<file path="src/rtl/fifo_packer.sv">
// Packs RATIO narrow words into one wide word and writes it to a downstream FIFO.
// Optional macro PACKER_FLUSH_EN adds a flush input that emits a zero-padded partial word.
module fifo_packer #(
  parameter int unsigned IN_WIDTH = 8,
  parameter int unsigned RATIO    = 2,
  parameter int unsigned CWIDTH   = 16
) (
  input  logic                         clk,
  input  logic                         res_n,
  input  logic                         in_valid,
  input  logic [IN_WIDTH-1:0]          in_data,
  output logic                         in_ready,
  output logic                         fifo_shiftin,
  output logic [IN_WIDTH*RATIO-1:0]    fifo_data,
  input  logic                         fifo_full,
`ifdef PACKER_FLUSH_EN
  input  logic                         flush,
`endif
  output logic [CWIDTH-1:0]            words_packed
);

  localparam int unsigned OUT_WIDTH = IN_WIDTH * RATIO;
  localparam int unsigned ACC_WIDTH = OUT_WIDTH - IN_WIDTH;
  localparam int unsigned LCW       = $clog2(RATIO);

  logic [LCW-1:0]       lane_cnt_q, lane_cnt_d;
  logic [ACC_WIDTH-1:0] acc_q, acc_d;
  logic [OUT_WIDTH-1:0] out_word_q, out_word_d;
  logic                 out_valid_q, out_valid_d;
  logic [CWIDTH-1:0]    cnt_q, cnt_d;

  logic last_lane;
  logic out_free;
  logic xfer;

  // Handshake: stall only when the final lane would need an occupied output register.
  assign last_lane    = (lane_cnt_q == LCW'(RATIO - 1));
  assign fifo_shiftin = out_valid_q && !fifo_full;
  assign out_free     = !out_valid_q || fifo_shiftin;
  assign in_ready     = !(last_lane && !out_free);
  assign xfer         = in_valid && in_ready;

  assign fifo_data    = out_word_q;
  assign words_packed = cnt_q;

  always_comb begin
    lane_cnt_d  = lane_cnt_q;
    acc_d       = acc_q;
    out_word_d  = out_word_q;
    out_valid_d = out_valid_q;
    cnt_d       = cnt_q;

    if (fifo_shiftin) begin
      out_valid_d = 1'b0;
      cnt_d       = cnt_q + CWIDTH'(1);
    end

    if (xfer) begin
      if (last_lane) begin
        out_word_d  = {in_data, acc_q};
        out_valid_d = 1'b1;
        lane_cnt_d  = '0;
      end else begin
        for (int unsigned k = 0; k < RATIO - 1; k++) begin
          if (LCW'(k) == lane_cnt_q) acc_d[k*IN_WIDTH +: IN_WIDTH] = in_data;
        end
        lane_cnt_d = lane_cnt_q + LCW'(1);
      end
    end

`ifdef PACKER_FLUSH_EN
    // Partial word (including any word accepted this cycle) leaves with unwritten lanes zeroed.
    if (flush && out_free && (lane_cnt_d != '0)) begin
      for (int unsigned k = 0; k < RATIO - 1; k++) begin
        out_word_d[k*IN_WIDTH +: IN_WIDTH] =
          (LCW'(k) < lane_cnt_d) ? acc_d[k*IN_WIDTH +: IN_WIDTH] : IN_WIDTH'(0);
      end
      out_word_d[OUT_WIDTH-1 -: IN_WIDTH] = '0;
      out_valid_d = 1'b1;
      lane_cnt_d  = '0;
    end
`endif
  end

  always_ff @(posedge clk) begin
    if (!res_n) begin
      lane_cnt_q  <= '0;
      acc_q       <= '0;
      out_word_q  <= '0;
      out_valid_q <= 1'b0;
      cnt_q       <= '0;
    end else begin
      lane_cnt_q  <= lane_cnt_d;
      acc_q       <= acc_d;
      out_word_q  <= out_word_d;
      out_valid_q <= out_valid_d;
      cnt_q       <= cnt_d;
    end
  end

endmodule

</file>
<file path="config.mk">
export PLATFORM = sky130hd
export DESIGN_NAME = fifo_packer
export DESIGN_NICKNAME = d
export VERILOG_FILES = /design/src/rtl/fifo_packer.sv
export SDC_FILE = /design/constraint.sdc
export NUM_CORES = 1
export LEC_CHECK = 0
export CAP_MARGIN = 25
export CORE_MARGIN = 3
export CORE_UTILIZATION = 50
export CTS_CLUSTER_SIZE = 16
export DETAILED_ROUTE_END_ITERATION = 12
export GPL_TIMING_DRIVEN = 0
export HOLD_SLACK_MARGIN = 0.06
export PLACE_DENSITY_LB_ADDON = 0.15
export REMOVE_ABC_BUFFERS = 1
export SLEW_MARGIN = 10
export SYNTH_ARGS = -nofsm -noshare
export SYNTH_HDL_FRONTEND = slang
export SYNTH_SLANG_ARGS = --single-unit
</file>
<file path="constraint.sdc">
create_clock -name clk -period 4.31 [get_ports clk]
set_input_delay 0.862 -clock clk [delete_from_list [all_inputs] [get_ports clk]]
set_output_delay 0.862 -clock clk [all_outputs]
set_load 0.005 [all_outputs]
</file>
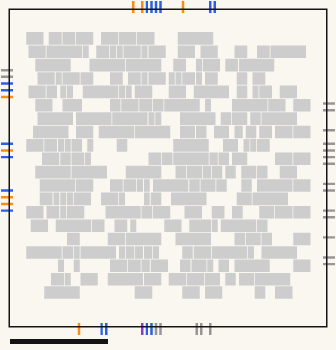
**Above:** I/O pins on the die edge.
Bar = 20 um. Pins as bars across the die edge, other pins in grey.
Key: purple = in_valid [pins 1, direction input, edge bottom]; blue = fifo_data [pins 16, direction output, edge 6 left, 6 top, 4 bottom]; orange = in_data [pins 8, direction input, edge 4 left, 3 top, 1 bottom]

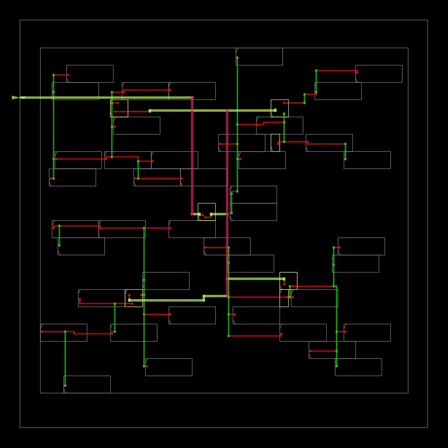
**Above:** clock routing.
CTS sink cnt: 42
worst skew pair latency: 0.33 ns
clock buf count: 7
flip-flops: 42
CTS Buf Count: 5

## cell usage in the layout, fill, tap and decap left out
cell type and n:
nor2b_1 11, clkbuf_4 5, and2_1 13, o21ai_0 2, xnor2_1 11, or3_1 1, nand4_1 6, a21boi_0 18
a21boi_1 2, nand2_1 39, xor2_1 1, mux2i_1 9, and4b_1 2, clkbuf_1 2, and4_1 2, o31ai_1 2
and3_1 1, nand2_2 1, clkdlybuf4s50_1 45, a21oi_1 1, or4_1 2, buf_4 1, dfxtp_1 42, buf_6 1
nor2_1 1, nand3_1 4, ha_1 1
## per-stage QoR
step	hold WS, ns	cell area [um^2]	util, %	cells
2_1_floorplan	0.440	1660	-	172
3_3_place_gp	0.451	2160	68.6	261
3_5_place_dp	0.463	2170	68.8	262
4_1_cts	0.474	2220	70.3	269
5_1_grt	0.505	2230	70.6	270
6_report	0.468	2230	70.6	270
## area by class of cell
| cell class | instances | area [um^2] | share of cell area (%) |
|---|---|---|---|
| well taps | 44 | 55.1 | 2.47 |
| flip-flops and latches | 42 | 841 | 37.8 |
| multi-input cells | 130 | 817 | 36.7 |
| clock buffers | 7 | 45.0 | 2.02 |
| repair buffers | 47 | 469 | 21.1 |
## power groups by stage
stage               Combinational [W]  Clock, W  Sequential [W]
finish                      0.0000563  0.000171        0.000405
global route                0.0000621  0.000204        0.000407
CTS                         0.0000564  0.000181        0.000405
detailed placement          0.0000561         0        0.000414
global placement            0.0000538         0        0.000413
floorplan                   0.0000238         0        0.000413
## cells by family (layout without fill, tap and decap cells)
logic type | after synthesis | in the layout | share of synthesized area, %
simple gates | 83 | 83 | 25.3
flops | 42 | 42 | 49.6
compound gates | 25 | 25 | 10.6
xor+xnor | 12 | 12 | 6.19
mux | 9 | 9 | 5.31
buf+inv | 9 | 54 | 2.29
fa+ha+maj | 1 | 1 | 0.737
## worst paths after layout
check,cells after the start,end,slack (ns),start
max,3,fifo_shiftin,1.20,fifo_full
min,2,fifo_data[4],0.47,fifo_data[4]
max reg2reg,4,words_packed[15],2.59,words_packed[4]
min reg2reg,2,fifo_data[4],0.47,fifo_data[4]
## worst max-delay path, stage by stage
cell,delay [ns]
clkdlybuf4s50_1,0.49
nor2b_1,0.32
clkdlybuf4s50_1,0.57
## sequential cells by signal (all words and copies together) (netlist names)
signal	flops
out_valid_q	1
words_packed	16
lane_cnt_q	1
fifo_data	16
acc_q	8
## routing by layer
layer | share of wire [%] | wire length (um) | track usage [%]
met5 | 0 | 0 | 0
met1 | 40 | 1420 | 19.7
met3 | 5.8 | 207 | 7.03
met2 | 53 | 1890 | 34.7
met4 | 1.3 | 47 | 7.92
==> impl_metrics.yaml <==
# generated from flow reports
finish:
  drive_above_1_share_pct: 3.54
  num_antenna_cells: 0
  area_growth_pct: 31.3
  finalNetCount: 239
final_timing:
  hold_violations: 0
  clock_skew_ns: 0.00459
  slew_violations: 0
  fin_ws_ns: 1.20
  rsz0062_at_grt: "false"
  period_needed_ns: 3.11
  finalClockPeriodUsage_pct: 72.1
  worstMarginPinSlew_ns: 0.912
logic_synthesis:
  edf_count: 0
  syn-cell-area_um2: 1700
  ys_seq_share_pct: 49.6
  topCellsByArea: "dfxtp_1 50%, nand2_1 8.6%, a21boi_0 8.0%"
  async_flop_share_pct: 0
  synth.most_common_cell: "dfxtp_1"
  yosys_area_um2: 1700
  yosysTopAreaCell: "dfxtp_1"
  ff_type: "dfxtp_1"
  ys_cells: 181
critical_path:
  worstPathRequired_ns: 3.45
  path_class: "input pin to output pin"
  cp_max_fo: 6
flow_run:
  warnings: 25
  max_cap_violations: 0
route:
  dr.pass1.iters: 4
  wl_per_cell_um: 13.2
  antenna_left: 0
  vias_per_cell: 5.14
  route.vias.total: 1387
power:
  intPower_w: 0.000492
  powerDensity_nw_per_um2: 284
  swShare_pct: 22.2
  p_seq_share_pct: 64.1
  power_leakage_nw: 0.781
floorplanning:
  boundaryPins: 46
  initial_utilization_pct: 53.8
  die_w_um: 64.3
global_routing:
  track_usage_pct: 19.2
  grt_pass1_vias: 1377
  grt_max_degree: 43
clock_tree:
  cts_resized: 0
  h-tree-depth: 2
  post_cts_buffers: 0
  path_clk_slew_ns: 0.10
run_status:
  outcome: "completed"
placed_design:
  gp_congestion: 0.796
Power is estimated from default activity; no workload was simulated.
